$ cat src/rtl/ctrl_pkg.sv
// Shared types for the multicycle sequencer: FSM states, opcodes,
// sub-op codes, ALU operations and operand/memory select encodings.
package ctrl_pkg;

    typedef enum logic [2:0] {
        S_IDLE,
        S_FETCH,
        S_EXEC,
        S_MEM,
        S_WB,
        S_HALTED
    } state_t;

    typedef enum logic [2:0] {
        OP_DBNZ    = 3'd0,
        OP_LDABS   = 3'd1,
        OP_BN      = 3'd2,
        OP_COPY    = 3'd3,
        OP_T1_NONE = 3'd4,
        OP_T1_IMM  = 3'd5,
        OP_T1_REG  = 3'd6,
        OP_T1_REG2 = 3'd7
    } opcode_t;

    // Sub-op codes live in field A of the type1 opcodes
    localparam int SUB_HALT   = 0;
    localparam int SUB_NOP    = 1;
    localparam int SUB_CLROFF = 2;

    localparam int SUB_LDADDR = 0;
    localparam int SUB_STORE  = 1;
    localparam int SUB_SETOFF = 2;
    localparam int SUB_ADDI   = 3;

    localparam int SUB_RET    = 0;
    localparam int SUB_LOAD   = 1;
    localparam int SUB_LDSM   = 2;
    localparam int SUB_ADD    = 3;

    localparam int SUB_SPC2   = 0;

    localparam int STRMATCH_REG = 2;

    typedef enum logic [3:0] {
        ALU_DO_NOTHING = 4'd0,
        ALU_ADD        = 4'd1,
        ALU_DEC        = 4'd2,
        ALU_PASS_A     = 4'd3,
        ALU_PASS_B     = 4'd4,
        ALU_ABS_DIFF   = 4'd5,
        ALU_ADDU_TWO   = 4'd6,
        ALU_STR_MATCH  = 4'd7
    } alu_op_t;

    localparam logic [3:0] ASEL_REG = 4'd0;
    localparam logic [3:0] ASEL_IMM = 4'd1;
    localparam logic [3:0] ASEL_MEM = 4'd2;

    localparam logic [3:0] BSEL_REG = 4'd0;
    localparam logic [3:0] BSEL_IMM = 4'd1;
    localparam logic [3:0] BSEL_ONE = 4'd2;

    localparam logic MADDR_IMM = 1'b0;
    localparam logic MADDR_REG = 1'b1;

    typedef enum logic [1:0] {
        BR_SEQ,
        BR_DBNZ,
        BR_BN,
        BR_RET
    } branch_t;

    typedef struct packed {
        alu_op_t    alu_op;
        logic [3:0] a_sel;
        logic [3:0] b_sel;
        logic       mem_addr_sel;
        logic       is_mem;
        logic       is_store;
        logic       is_halt;
        logic       is_write;
        logic       is_offset;
        logic       imm_pc;
        logic       imm_ret;
        branch_t    branch;
    } ctrl_t;

endpackage

$ cat src/rtl/multicycle_control_decode.sv
// Combinational instruction decoder: ir -> control bundle and register
// indices. Unknown opcodes and unused sub-codes fall out as NOPs.
module instr_decode
    import ctrl_pkg::*;
#(
    parameter int OP_W  = 3,
    parameter int FLD_W = 3
) (
    input  logic [OP_W+2*FLD_W-1:0] ir,
    output ctrl_t                   ctrl,
    output logic [FLD_W-1:0]        src_a,
    output logic [FLD_W-1:0]        src_b,
    output logic [FLD_W-1:0]        src_write
);

    localparam int IW = OP_W + 2*FLD_W;

    logic [OP_W-1:0]  op;
    logic [FLD_W-1:0] fa;
    logic [FLD_W-1:0] fb;
    logic             op_known;

    assign op = ir[IW-1 -: OP_W];
    assign fa = ir[2*FLD_W-1 -: FLD_W];
    assign fb = ir[FLD_W-1:0];

    if (OP_W > 3) begin : g_wide_op
        assign op_known = ~|op[OP_W-1:3];
    end else begin : g_base_op
        assign op_known = 1'b1;
    end

    always_comb begin
        ctrl      = '0;
        src_a     = '0;
        src_b     = '0;
        src_write = '0;
        if (op_known) begin
            unique case (opcode_t'(op[2:0]))
                OP_DBNZ: begin
                    src_a         = fa;
                    src_write     = fa;
                    ctrl.alu_op   = ALU_DEC;
                    ctrl.a_sel    = ASEL_REG;
                    ctrl.b_sel    = BSEL_ONE;
                    ctrl.is_write = 1'b1;
                    ctrl.branch   = BR_DBNZ;
                end
                OP_LDABS: begin
                    src_a             = fa;
                    src_b             = fb;
                    src_write         = fb;
                    ctrl.alu_op       = ALU_ABS_DIFF;
                    ctrl.a_sel        = ASEL_MEM;
                    ctrl.b_sel        = BSEL_REG;
                    ctrl.mem_addr_sel = MADDR_REG;
                    ctrl.is_mem       = 1'b1;
                    ctrl.is_write     = 1'b1;
                end
                OP_BN: begin
                    ctrl.branch = BR_BN;
                end
                OP_COPY: begin
                    src_b         = fb;
                    src_write     = fa;
                    ctrl.alu_op   = ALU_PASS_B;
                    ctrl.b_sel    = BSEL_REG;
                    ctrl.is_write = 1'b1;
                end
                OP_T1_NONE: begin
                    case (fa)
                        FLD_W'(SUB_HALT):   ctrl.is_halt   = 1'b1;
                        FLD_W'(SUB_CLROFF): ctrl.is_offset = 1'b1;
                        default: ;
                    endcase
                end
                OP_T1_IMM: begin
                    case (fa)
                        FLD_W'(SUB_LDADDR): begin
                            ctrl.alu_op       = ALU_PASS_A;
                            ctrl.a_sel        = ASEL_MEM;
                            ctrl.mem_addr_sel = MADDR_IMM;
                            ctrl.is_mem       = 1'b1;
                            ctrl.is_write     = 1'b1;
                        end
                        FLD_W'(SUB_STORE): begin
                            ctrl.mem_addr_sel = MADDR_IMM;
                            ctrl.is_mem       = 1'b1;
                            ctrl.is_store     = 1'b1;
                        end
                        FLD_W'(SUB_SETOFF): begin
                            ctrl.alu_op    = ALU_PASS_B;
                            ctrl.b_sel     = BSEL_IMM;
                            ctrl.is_offset = 1'b1;
                        end
                        FLD_W'(SUB_ADDI): begin
                            ctrl.alu_op   = ALU_ADD;
                            ctrl.a_sel    = ASEL_REG;
                            ctrl.b_sel    = BSEL_IMM;
                            ctrl.is_write = 1'b1;
                        end
                        default: ;
                    endcase
                end
                OP_T1_REG: begin
                    case (fa)
                        FLD_W'(SUB_RET): begin
                            src_a        = fb;
                            ctrl.imm_ret = 1'b1;
                            ctrl.branch  = BR_RET;
                        end
                        FLD_W'(SUB_LOAD): begin
                            src_a             = fb;
                            ctrl.alu_op       = ALU_PASS_A;
                            ctrl.a_sel        = ASEL_MEM;
                            ctrl.mem_addr_sel = MADDR_REG;
                            ctrl.is_mem       = 1'b1;
                            ctrl.is_write     = 1'b1;
                        end
                        FLD_W'(SUB_LDSM): begin
                            src_a             = fb;
                            src_b             = FLD_W'(STRMATCH_REG);
                            src_write         = FLD_W'(STRMATCH_REG);
                            ctrl.alu_op       = ALU_STR_MATCH;
                            ctrl.a_sel        = ASEL_MEM;
                            ctrl.b_sel        = BSEL_REG;
                            ctrl.mem_addr_sel = MADDR_REG;
                            ctrl.is_mem       = 1'b1;
                            ctrl.is_write     = 1'b1;
                        end
                        FLD_W'(SUB_ADD): begin
                            src_b         = fb;
                            ctrl.alu_op   = ALU_ADD;
                            ctrl.a_sel    = ASEL_REG;
                            ctrl.b_sel    = BSEL_REG;
                            ctrl.is_write = 1'b1;
                        end
                        default: ;
                    endcase
                end
                OP_T1_REG2: begin
                    case (fa)
                        FLD_W'(SUB_SPC2): begin
                            src_write     = fb;
                            ctrl.alu_op   = ALU_ADDU_TWO;
                            ctrl.a_sel    = ASEL_IMM;
                            ctrl.imm_pc   = 1'b1;
                            ctrl.is_write = 1'b1;
                        end
                        default: ;
                    endcase
                end
            endcase
        end
    end

endmodule

$ cat src/rtl/multicycle_control.sv
// Multicycle sequencer: owns pc/ir/return register and steps each
// instruction through FETCH, EXEC, MEM and WB.
module multicycle_control
    import ctrl_pkg::*;
#(
    parameter int OP_W  = 3,
    parameter int FLD_W = 3,
    parameter int PC_W  = 7,
    parameter int IMM_W = 8
) (
    input  logic                    clk,
    input  logic                    rst_n,
    input  logic                    start,
    input  logic [OP_W+2*FLD_W-1:0] instr,
    input  logic                    alu_flag,
    input  logic [PC_W-1:0]         reg_a_data,
    output logic [PC_W-1:0]         pc,
    output logic [FLD_W-1:0]        src_a,
    output logic [FLD_W-1:0]        src_b,
    output logic [FLD_W-1:0]        src_write,
    output logic                    reg_write,
    output logic [3:0]              alu_op,
    output logic [3:0]              alu_a_sel,
    output logic [3:0]              alu_b_sel,
    output logic [IMM_W-1:0]        intermediate,
    output logic                    mem_req,
    output logic                    mem_we,
    output logic                    mem_addr_sel,
    input  logic                    mem_ack,
    output logic                    mem_offset_write,
    output logic                    busy,
    output logic                    halted
);

    localparam int IW = OP_W + 2*FLD_W;

    state_t           state;
    state_t           state_nx;
    logic [IW-1:0]    ir;
    logic [PC_W-1:0]  ret;
    logic             flag_q;
    logic             go;
    logic             pc_upd;
    logic [PC_W-1:0]  pc_nx;
    logic [PC_W-1:0]  pc_inc;
    logic [PC_W-1:0]  off_b;
    logic [PC_W-1:0]  off_ba;
    logic [FLD_W-1:0] fa;
    logic [FLD_W-1:0] fb;
    logic             active;

    ctrl_t            ctl;
    logic [FLD_W-1:0] dec_a;
    logic [FLD_W-1:0] dec_b;
    logic [FLD_W-1:0] dec_w;

    instr_decode #(
        .OP_W  (OP_W),
        .FLD_W (FLD_W)
    ) u_decode (
        .ir        (ir),
        .ctrl      (ctl),
        .src_a     (dec_a),
        .src_b     (dec_b),
        .src_write (dec_w)
    );

    assign fa     = ir[2*FLD_W-1 -: FLD_W];
    assign fb     = ir[FLD_W-1:0];
    assign pc_inc = pc + PC_W'(1);
    assign off_b  = PC_W'($signed(fb));
    assign off_ba = PC_W'($signed({fb, fa}));

    // Branch target; the DBNZ flag was captured while the ALU ran in EXEC
    always_comb begin
        pc_nx = pc_inc;
        unique case (ctl.branch)
            BR_DBNZ: pc_nx = flag_q ? pc_inc : pc + off_b;
            BR_BN:   pc_nx = pc + off_ba;
            BR_RET:  pc_nx = reg_a_data;
            default: pc_nx = pc_inc;
        endcase
    end

    always_ff @(posedge clk) begin
        if (!rst_n) begin
            state  <= S_IDLE;
            pc     <= '0;
            ir     <= '0;
            ret    <= '0;
            flag_q <= 1'b0;
        end else begin
            state <= state_nx;
            if (state == S_FETCH) ir <= instr;
            if (state == S_EXEC) flag_q <= alu_flag;
            if (state == S_WB && ctl.imm_pc) ret <= pc + PC_W'(2);
            if (go) pc <= '0;
            else if (pc_upd) pc <= pc_nx;
        end
    end

    always_comb begin
        state_nx         = state;
        go               = 1'b0;
        pc_upd           = 1'b0;
        reg_write        = 1'b0;
        mem_req          = 1'b0;
        mem_offset_write = 1'b0;
        busy             = 1'b1;
        halted           = 1'b0;
        case (state)
            S_IDLE, S_HALTED: begin
                busy   = 1'b0;
                halted = (state == S_HALTED);
                if (start) begin
                    go       = 1'b1;
                    state_nx = S_FETCH;
                end
            end
            S_FETCH: state_nx = S_EXEC;
            S_EXEC: begin
                if (ctl.is_mem) state_nx = S_MEM;
                else if (ctl.is_halt) state_nx = S_HALTED;
                else state_nx = S_WB;
            end
            S_MEM: begin
                mem_req = 1'b1;
                if (mem_ack) begin
                    if (ctl.is_store) begin
                        pc_upd   = 1'b1;
                        state_nx = S_FETCH;
                    end else begin
                        state_nx = S_WB;
                    end
                end
            end
            S_WB: begin
                reg_write        = ctl.is_write;
                mem_offset_write = ctl.is_offset;
                pc_upd           = 1'b1;
                state_nx         = S_FETCH;
            end
            default: begin
                busy     = 1'b0;
                state_nx = S_IDLE;
            end
        endcase
    end

    assign active = (state == S_EXEC) || (state == S_MEM) || (state == S_WB);

    always_comb begin
        src_a        = '0;
        src_b        = '0;
        src_write    = '0;
        alu_op       = ALU_DO_NOTHING;
        alu_a_sel    = '0;
        alu_b_sel    = '0;
        intermediate = '0;
        mem_addr_sel = 1'b0;
        if (active) begin
            src_a        = dec_a;
            src_b        = dec_b;
            src_write    = dec_w;
            alu_op       = ctl.alu_op;
            alu_a_sel    = ctl.a_sel;
            alu_b_sel    = ctl.b_sel;
            mem_addr_sel = ctl.mem_addr_sel;
            if (ctl.imm_pc) intermediate = IMM_W'(pc);
            else if (ctl.imm_ret) intermediate = IMM_W'(ret);
            else intermediate = IMM_W'(fb);
        end
    end

    assign mem_we = mem_req & ctl.is_store;

endmodule

$ cat config.mk
export PLATFORM = sky130hd
export DESIGN_NAME = multicycle_control
export DESIGN_NICKNAME = d
export VERILOG_FILES = /design/src/rtl/ctrl_pkg.sv /design/src/rtl/multicycle_control_decode.sv /design/src/rtl/multicycle_control.sv
export SDC_FILE = /design/constraint.sdc
export NUM_CORES = 1
export LEC_CHECK = 0
export CELL_PAD_IN_SITES_DETAIL_PLACEMENT = 1
export CELL_PAD_IN_SITES_GLOBAL_PLACEMENT = 1
export CORE_UTILIZATION = 37
export CTS_CLUSTER_DIAMETER = 60
export CTS_CLUSTER_SIZE = 20
export DETAILED_ROUTE_END_ITERATION = 16
export PLACE_DENSITY_LB_ADDON = 0.3
export SLEW_MARGIN = 20
export SYNTH_ARGS = -nofsm -noshare
export SYNTH_HDL_FRONTEND = slang
export SYNTH_HIERARCHICAL = 1
export SYNTH_SLANG_ARGS = --single-unit
$ cat constraint.sdc
create_clock -name clk -period 2.5 [get_ports clk]
set_input_delay 0.375 -clock clk [delete_from_list [all_inputs] [get_ports clk]]
set_output_delay 0.375 -clock clk [all_outputs]
set_load 0.1 [all_outputs]
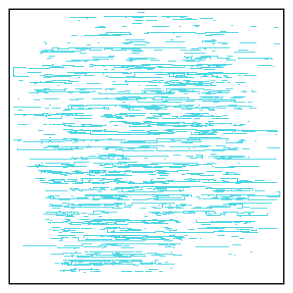
Figure 1: run 1, signal wires on met1.
Scale: 3 px per um.
main direction: horizontal
longest straight run: 35.4 um
nets with wire on the layer: 438

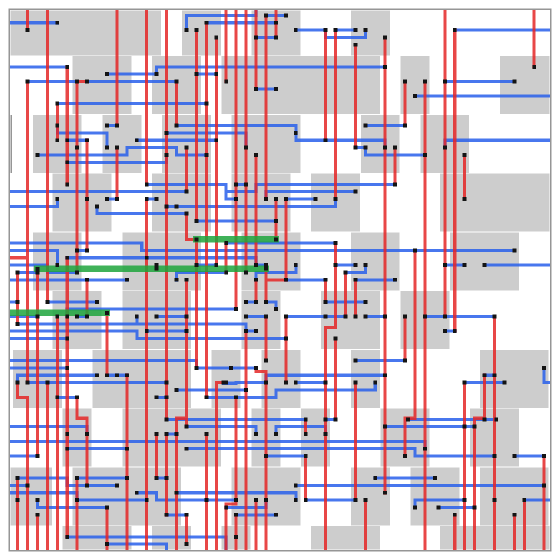
Figure 2: run 1, zoomed window.
Window x 56 to 81, y 56 to 81 um. Cells in gray, sequential cells in the stronger gray; small squares are vias.
legend:
  M2:
    color: red
  M1:
    color: blue
  M3:
    color: green
cells with their middle in the window: 48
sequential cells in the window: 0
most frequent: nor2b_1 (6), nor2b_2 (5), nor3_1 (5)

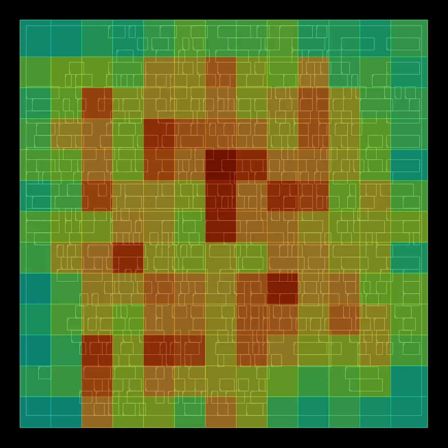
Figure 3: run 1, routing congestion map.
met3 Use GR: 2.60%
GR Layer Usage met2: 42.9%

==> results.toml, run 1 <==
# generated from flow reports
[run_status]
run_status = "finished with violations"
violations = "max-slew violations"

[routing]
routed_wl_um = 10100
avgViaCountPerCell = 5.57
routed-wl-met2_um = 5020

[critical_path]
reg2reg_setup_slack_ps = 100
path_max_fanout = 13
critPathTopFamily = "simple AND/OR/NAND/NOR gates"

[clocking]
cts-buffers-inserted = 3
cts_setup_buffers = 2
path_clk_slew_ps = 90
cts-root-buf = "clkbuf_8"
clk_path_buf_depth = 2
h-tree-depth = 1
cts_resized = 9

[layout]
top_register = "ir"
layout_top_cells = "nor2b_1 (36), buf_4 (34), nand2_1 (33)"
n_antenna_cell = 0
seq_share_pct = 13.5
largest_reg_flops = 9
layout_top_cell = "nor2b_1"
dominant_cells = "logic gates"
flops = 27
syn_to_final_growth_pct = 41.6
nonClockBufferCount = 87

[global_routing]
grt_pass1_wl_um = 16700
antenna_found_initial = 0
overflow = 0

[final_timing]
setup_violations = 0
skew_ps = 1.88
maxSlewHeadroom_pct = -24.4
tightest_slew_ps = 1860
slew_viol_final = 5

[synth]
top_cells_by_area = "dfxtp_1 (18%), nor2b_1 (10%), ha_1 (5.5%)"
ys_cells = 393
synth_cells = 393
ys_sh_xor_pct = 4.14
yosysWarnings = 6
mux_share_pct = 4.78
ys_sh_adder_pct = 6.91
postSynth.asyncResetShare_pct = 0
synth.distinct_cells = 68
ys_sh_simple_pct = 32.6
flop_cell = "dfxtp_1"
yosysChipArea_mm2 = 0.00293

[placed_design]
dp.cells = 547
preCtsSetupSlack_ps = 101
dp_hpwl_um = 7830

[hold_path]
min_path_cells = 1

[job]
cap_violations = 0

[pwr]
irDropWorstVdd_uv = 201
p_clk_w = 0.000255
p_int_w = 0.000797
p_sw_share_pct = 41.2
sequentialPowerShare_pct = 35.5

[die]
rows = 32
fp_util_pct = 38.2
--- run 2 (diff from run 1) ---
--- a/config.mk
+++ b/config.mk
@@ -9,7 +9,7 @@
 export CELL_PAD_IN_SITES_GLOBAL_PLACEMENT = 1
 export CORE_UTILIZATION = 37
 export CTS_CLUSTER_DIAMETER = 60
-export CTS_CLUSTER_SIZE = 20
+export CTS_CLUSTER_SIZE = 28
 export DETAILED_ROUTE_END_ITERATION = 16
 export PLACE_DENSITY_LB_ADDON = 0.3
 export SLEW_MARGIN = 20
==> results.toml, run 2 <==
# generated from flow reports
[run_status]
run_status = "finished with violations"
violations = "max-slew violations"

[final_timing]
setup_violations = 0
slew_viol_final = 5
finalClockPeriodUsage_pct = 96.6
skew_ps = 1.88
timing.hold.ws_ps = 509
tightest_slew_ps = 1860
setup_ws_ps = 84.1
maxSlewHeadroom_pct = -24.4
rsz0062_at_grt = "yes"

[global_routing]
grt_max_degree = 24
overflow = 0
grt_util_met3_pct = 2.60
gr-max-usage-layer = "met2"
antenna_found_initial = 0
grt_pass1_wl_um = 16700
use_met2_pct = 42.9

[layout]
largest_reg_flops = 9
syn_to_final_growth_pct = 41.6
nonClockBufferCount = 87
clock_buffers = 4
layout_top_cells = "nor2b_1 (36), buf_4 (34), nand2_1 (33)"
seq_share_pct = 13.5
n_antenna_cell = 0
flops = 27
dominant_cells = "logic gates"
layout.cells.non_filler = 554
layout_top_cell = "nor2b_1"
comb_cells = 321
top_register = "ir"

[clocking]
cts_resized = 9
clk-insertion-delay-late_ps = 270
path_clk_slew_ps = 90
h-tree-depth = 1
cts-root-buf = "clkbuf_8"
cts_setup_buffers = 2
cts-buffers-inserted = 3
clk_path_buf_depth = 2

[routing]
routed_wl_um = 10100
avgViaCountPerCell = 5.57
routed-wl-met2_um = 5020
wirelength_met1_um = 4580

[critical_path]
path_max_fanout = 13
critPathCapture = "intermediate[1]"
critPathTopFamily = "simple AND/OR/NAND/NOR gates"
reg2reg_setup_slack_ps = 100
rr_worst_depth = 11
cp.required_ps = 2120
cp_slowest_stage_delay_ps = 420

[synth]
synth.distinct_cells = 68
ys_cells = 393
synth-compound-area-share_pct = 24.4
topCombFamilyByArea = "simple AND/OR/NAND/NOR gates"
edf_count = 0
ys_sh_adder_pct = 6.91
ys_sh_simple_pct = 32.6
synth_cells = 393
flop_cell = "dfxtp_1"
ys_sh_xor_pct = 4.14
syn_area_mm2 = 0.00293
top_cells_by_area = "dfxtp_1 (18%), nor2b_1 (10%), ha_1 (5.5%)"
mux_share_pct = 4.78
yosysWarnings = 6
yosysChipArea_mm2 = 0.00293
postSynth.asyncResetShare_pct = 0

[hold_path]
min_path_cells = 1

[pwr]
switching_power_w = 0.000559
power_frac_clock_pct = 18.8
p_int_w = 0.000797
powerSeq_w = 0.000481
irDropWorstVdd_uv = 201
power_frac_comb_pct = 45.7
sequentialPowerShare_pct = 35.5
top_power_group = "combinational cells"
p_clk_w = 0.000255
power_density_mw_per_mm2 = 326
p_sw_share_pct = 41.2

[die]
rows = 32
ioPinCount = 64
fp_util_pct = 38.2
core_area_mm2 = 0.00769
die_x_um = 91.0

[placed_design]
placed_cell_area_mm2 = 0.00403
dp_hpwl_um = 7830
port_buffers = 57
preCtsSetupSlack_ps = 101
dp.cells = 547

[job]
cap_violations = 0
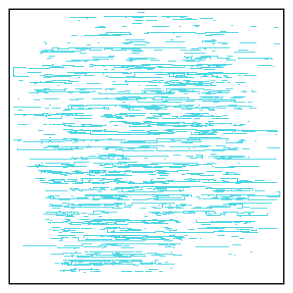
Figure 4: run 2, signal wires on met1.
Scale: 3 px per um.
longest straight run: 35.4 um
share of all routed wire: 45%
main direction: horizontal
nets with wire on the layer: 438
wire length on this layer: 4580 um

